==> config.mk <==
export PLATFORM = sky130hd
export DESIGN_NAME = bus_cycle_sequencer
export DESIGN_NICKNAME = d
export VERILOG_FILES = /design/src/rtl/bus_cycle_sequencer.sv
export SDC_FILE = /design/constraint.sdc
export NUM_CORES = 1
export LEC_CHECK = 0
export CELL_PAD_IN_SITES_DETAIL_PLACEMENT = 1
export CELL_PAD_IN_SITES_GLOBAL_PLACEMENT = 2
export CORE_AREA = 2 2 86 88
export CTS_BUF_LIST = sky130_fd_sc_hd__clkbuf_16
export DETAILED_ROUTE_END_ITERATION = 7
export DIE_AREA = 0 0 88 90
export PLACE_DENSITY = 0.76
export SLEW_MARGIN = 20
export SYNTH_ARGS = -nofsm -noshare
export SYNTH_HDL_FRONTEND = slang
export SYNTH_SLANG_ARGS = --single-unit
==> constraint.sdc <==
create_clock -name fclk -period 1.85 [get_ports fclk]
set_input_delay 0.4625 -clock fclk [delete_from_list [all_inputs] [get_ports fclk]]
set_output_delay 0.4625 -clock fclk [all_outputs]
set_load 0.01 [all_outputs]
==> src/rtl/bus_cycle_sequencer.sv <==
// Bus cycle sequencer: turns core transfer requests into 4-phase bus cycles aligned to the q phase count.
// Latency: request accepted at the q=3 edge, ack pulse 4 fclk later (plus 4 fclk per wait cycle).
// Backpressure: req is a level held until ack; rdy_in=0 at q=3 stretches the cycle (BUS_WAIT_STATE_EN only).
//
// Optional feature: define BUS_WAIT_STATE_EN to honour rdy_in (WAIT state); undefined, rdy_in is ignored.
//
// Ports:
//   fclk, resb           fast clock, async active-low reset
//   q, p                 phase count (0..3) and phi2-equivalent from the timing generator
//   req/we/fetch/addr/wdata  core request; ack/rdata/busy back to the core
//   a_out/rwb/d_out/d_oe/sync  registered bus outputs; d_in/rdy_in from the bus
module bus_cycle_sequencer (
    input  logic        fclk,
    input  logic        resb,
    input  logic [1:0]  q,
    input  logic        p,
    input  logic        req,
    input  logic        we,
    input  logic        fetch,
    input  logic [15:0] addr,
    input  logic [7:0]  wdata,
    output logic        ack,
    output logic [7:0]  rdata,
    output logic        busy,
    output logic [15:0] a_out,
    output logic        rwb,
    output logic [7:0]  d_out,
    output logic        d_oe,
    input  logic [7:0]  d_in,
    output logic        sync,
    input  logic        rdy_in
);

    typedef enum logic [1:0] {IDLE, ADDR, DATA, WAIT} state_t;

    state_t      state, state_nxt;
    logic [15:0] addr_l, addr_l_nxt;
    logic [7:0]  wdata_l, wdata_l_nxt;
    logic        we_l, we_l_nxt;
    logic        fetch_l, fetch_l_nxt;

    logic [15:0] a_out_nxt;
    logic        rwb_nxt;
    logic [7:0]  d_out_nxt;
    logic        d_oe_nxt;
    logic        sync_nxt;
    logic        ack_nxt;
    logic [7:0]  rdata_nxt;

    logic        last_phase;
    logic        next_p;
    logic        accept;
    logic        bus_ready;

`ifdef BUS_WAIT_STATE_EN
    assign bus_ready = rdy_in;
`else
    assign bus_ready = 1'b1;
    logic unused_rdy_in;
    assign unused_rdy_in = rdy_in;
`endif

    // q wrap 3->0 is the only cycle boundary: acceptance and completion both happen here.
    assign last_phase = (q == 2'd3);

    // p in the cycle after this edge: p rises after q=1 and falls after q=3, i.e. it toggles
    // exactly when q is odd. Needed because d_oe is registered but must track p.
    assign next_p = p ^ q[0];

    assign busy = (state != IDLE);

    always_comb begin
        state_nxt   = state;
        addr_l_nxt  = addr_l;
        wdata_l_nxt = wdata_l;
        we_l_nxt    = we_l;
        fetch_l_nxt = fetch_l;
        a_out_nxt   = a_out;
        rwb_nxt     = rwb;
        d_out_nxt   = d_out;
        sync_nxt    = sync;
        rdata_nxt   = rdata;
        ack_nxt     = 1'b0;
        accept      = 1'b0;

        case (state)
            IDLE: begin
                if (req && last_phase) begin
                    accept = 1'b1;
                end
            end
            ADDR: begin
                if (q == 2'd1) begin
                    state_nxt = DATA;
                    d_out_nxt = wdata_l;
                end
            end
            DATA, WAIT: begin
                if (last_phase) begin
                    if (bus_ready) begin
                        ack_nxt = 1'b1;
                        if (!we_l) begin
                            rdata_nxt = d_in;
                        end
                        if (req) begin
                            accept = 1'b1;
                        end else begin
                            state_nxt = IDLE;
                            rwb_nxt   = 1'b1;
                            sync_nxt  = 1'b0;
                        end
                    end else begin
                        // Bus not ready: repeat a full 4-phase cycle with everything held.
                        state_nxt = WAIT;
                    end
                end
            end
            default: state_nxt = IDLE;
        endcase

        // Shared by first acceptance and back-to-back acceptance at completion.
        if (accept) begin
            state_nxt   = ADDR;
            addr_l_nxt  = addr;
            wdata_l_nxt = wdata;
            we_l_nxt    = we;
            fetch_l_nxt = fetch;
            a_out_nxt   = addr;
            rwb_nxt     = ~we;
            sync_nxt    = fetch;
        end

        // Drive only during the p-high half of a data cycle of a write.
        d_oe_nxt = we_l_nxt & next_p & ((state_nxt == DATA) || (state_nxt == WAIT));
    end

    always_ff @(posedge fclk or negedge resb) begin
        if (!resb) begin
            state   <= IDLE;
            addr_l  <= 16'h0000;
            wdata_l <= 8'h00;
            we_l    <= 1'b0;
            fetch_l <= 1'b0;
            a_out   <= 16'h0000;
            rwb     <= 1'b1;
            d_out   <= 8'h00;
            d_oe    <= 1'b0;
            sync    <= 1'b0;
            ack     <= 1'b0;
            rdata   <= 8'h00;
        end else begin
            state   <= state_nxt;
            addr_l  <= addr_l_nxt;
            wdata_l <= wdata_l_nxt;
            we_l    <= we_l_nxt;
            fetch_l <= fetch_l_nxt;
            a_out   <= a_out_nxt;
            rwb     <= rwb_nxt;
            d_out   <= d_out_nxt;
            d_oe    <= d_oe_nxt;
            sync    <= sync_nxt;
            ack     <= ack_nxt;
            rdata   <= rdata_nxt;
        end
    end

endmodule

==> impl_metrics.ini <==
; generated from flow reports
[routing]
drtIter0Drc = 43
drc_errors = 0
dr.pass1.iters = 4
drt.antenna.violating_nets = 0
drt-met1-wl_um = 2130
wl_per_cell_um = 14.1

[sta]
hold_ws_ns = 0.0729
fmax_mhz = 557
setup_viol = 0
finalMaxSlewViolations = 0
rsz0062_at_grt = no

[setup_path]
crit_family = flip-flops
cp_max_fo = 2
critical_path_class = reg -> out
critPathMaxStageDelay_ns = 0.53
end_kind = primary output
slowest_stage = dfstp_2
path_cells = clkdlybuf4s50_1
arrival_ns = 1.33

[synthesis]
edf_count = 0
adder_share_pct = 0
yosys_area_um2 = 1970
mux_area_share_pct = 29.3
ys_dominant_reg_cell = dfrtp_1
syn_avg_cell_area_um2 = 17.3
ys_top_logic_family = multiplexers
synth_seq_share_pct = 59.6
syn-cell-area_um2 = 1970
yosys.cell_types.count = 22

[power_and_ir_drop]
combPwrFrac_pct = 39.2
powerComb_uw = 1580
p_seq_uw = 1620
p_int_uw = 2980
p_switching_uw = 1050

[floorplan]
fp_util_pct = 28.1
rows = 31
pin_count = 78

[place]
place_area_um2 = 2940
dp_hpwl_um = 3350

[finish]
largest_register_ff_count = 16
drive_gt1_share_pct = 32.9
lay_top_count = clkdlybuf4s50_1
final_cell_mix = 74 x clkdlybuf4s50_1, 46 x dfrtp_1, 26 x mux2_4

[cts]
cts.clk_slew.worst_paths_ns = 0.06
cts_tree = yes
cts.sinks = 47
clkLatencyLatePin_ns = 0.28
cts_root_buffer = clkbuf_16

[run]
max-cap-violations = 0
log.warning_count = 27

[global_route]
grtUsageMet2_pct = 17.3
gr-total-overflow = 0
grt_pass1_wl_um = 7180

[status]
status = completed
[area by class of cell]
class                   count  area, um2  share of cell area [%]
flip-flops and latches     47       1180                    38.3
repair buffers             90        922                    30.0
multi-input cells          59        707                    23.0
clock buffers               5        125                    4.07
well taps                  99        124                    4.02
clock inverters             3       11.3                   0.366
inverters                   3       11.3                   0.366
[path summary, 6_finish.rpt]
kind / startpoint / end / cells past startpoint
worst min-delay path: resb / rdata[1] / 1
worst max register to register: state[1] / a_out[5] / 5
max in group asynchronous: resb / d_out[5] / 2
worst max-delay path: rwb / rwb / 1
min in group fclk: wdata_l[4] / d_out[4] / 1
worst min register to register: wdata_l[4] / d_out[4] / 1
[repair_timing]
item                       4_1_cts  5_1_grt
setup endpoints to repair        1        0
resized                          1        0
hold buffers                     0        0
buffers inserted                 0        0
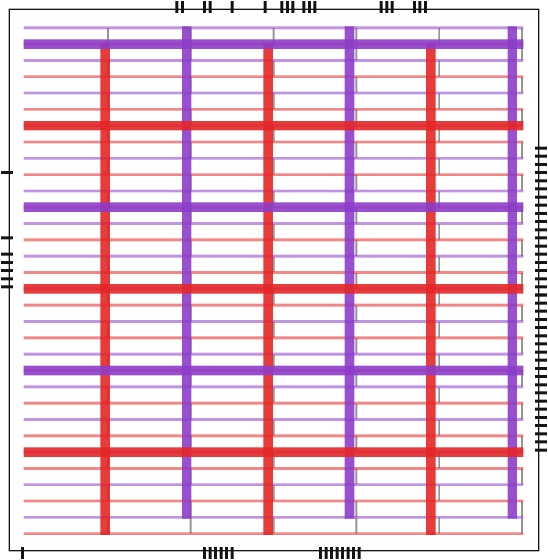
(supply network)
Scale: 6 px per um. Pins as bars on the die edge. Tap cells in grey.
[red] VSS
[purple] VDD
met4 straps: 6
rows: 31
tap cells: 99

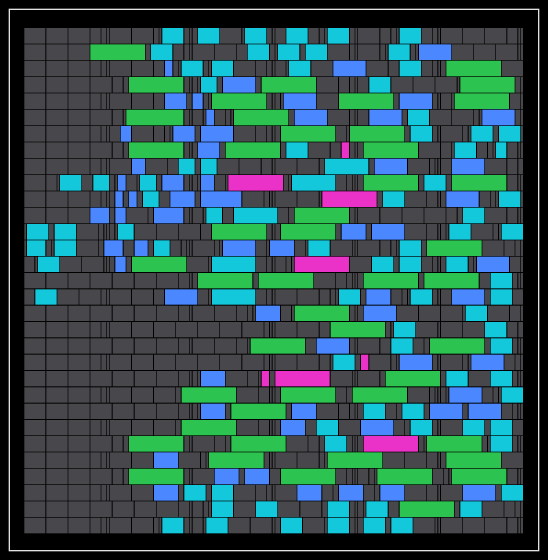
(placement by cell class)
Scale: 6 px per um. Fill, decap, tap and diode cells in grey.
[magenta] clock drivers and dummy loads | cells: 8 | share of their area: 4.6%
[cyan] remaining buffers and delay cells | cells: 90 | share of their area: 31%
[blue] remaining logic cells | cells: 62 | share of their area: 24%
[green] registers | cells: 47 | share of their area: 40%

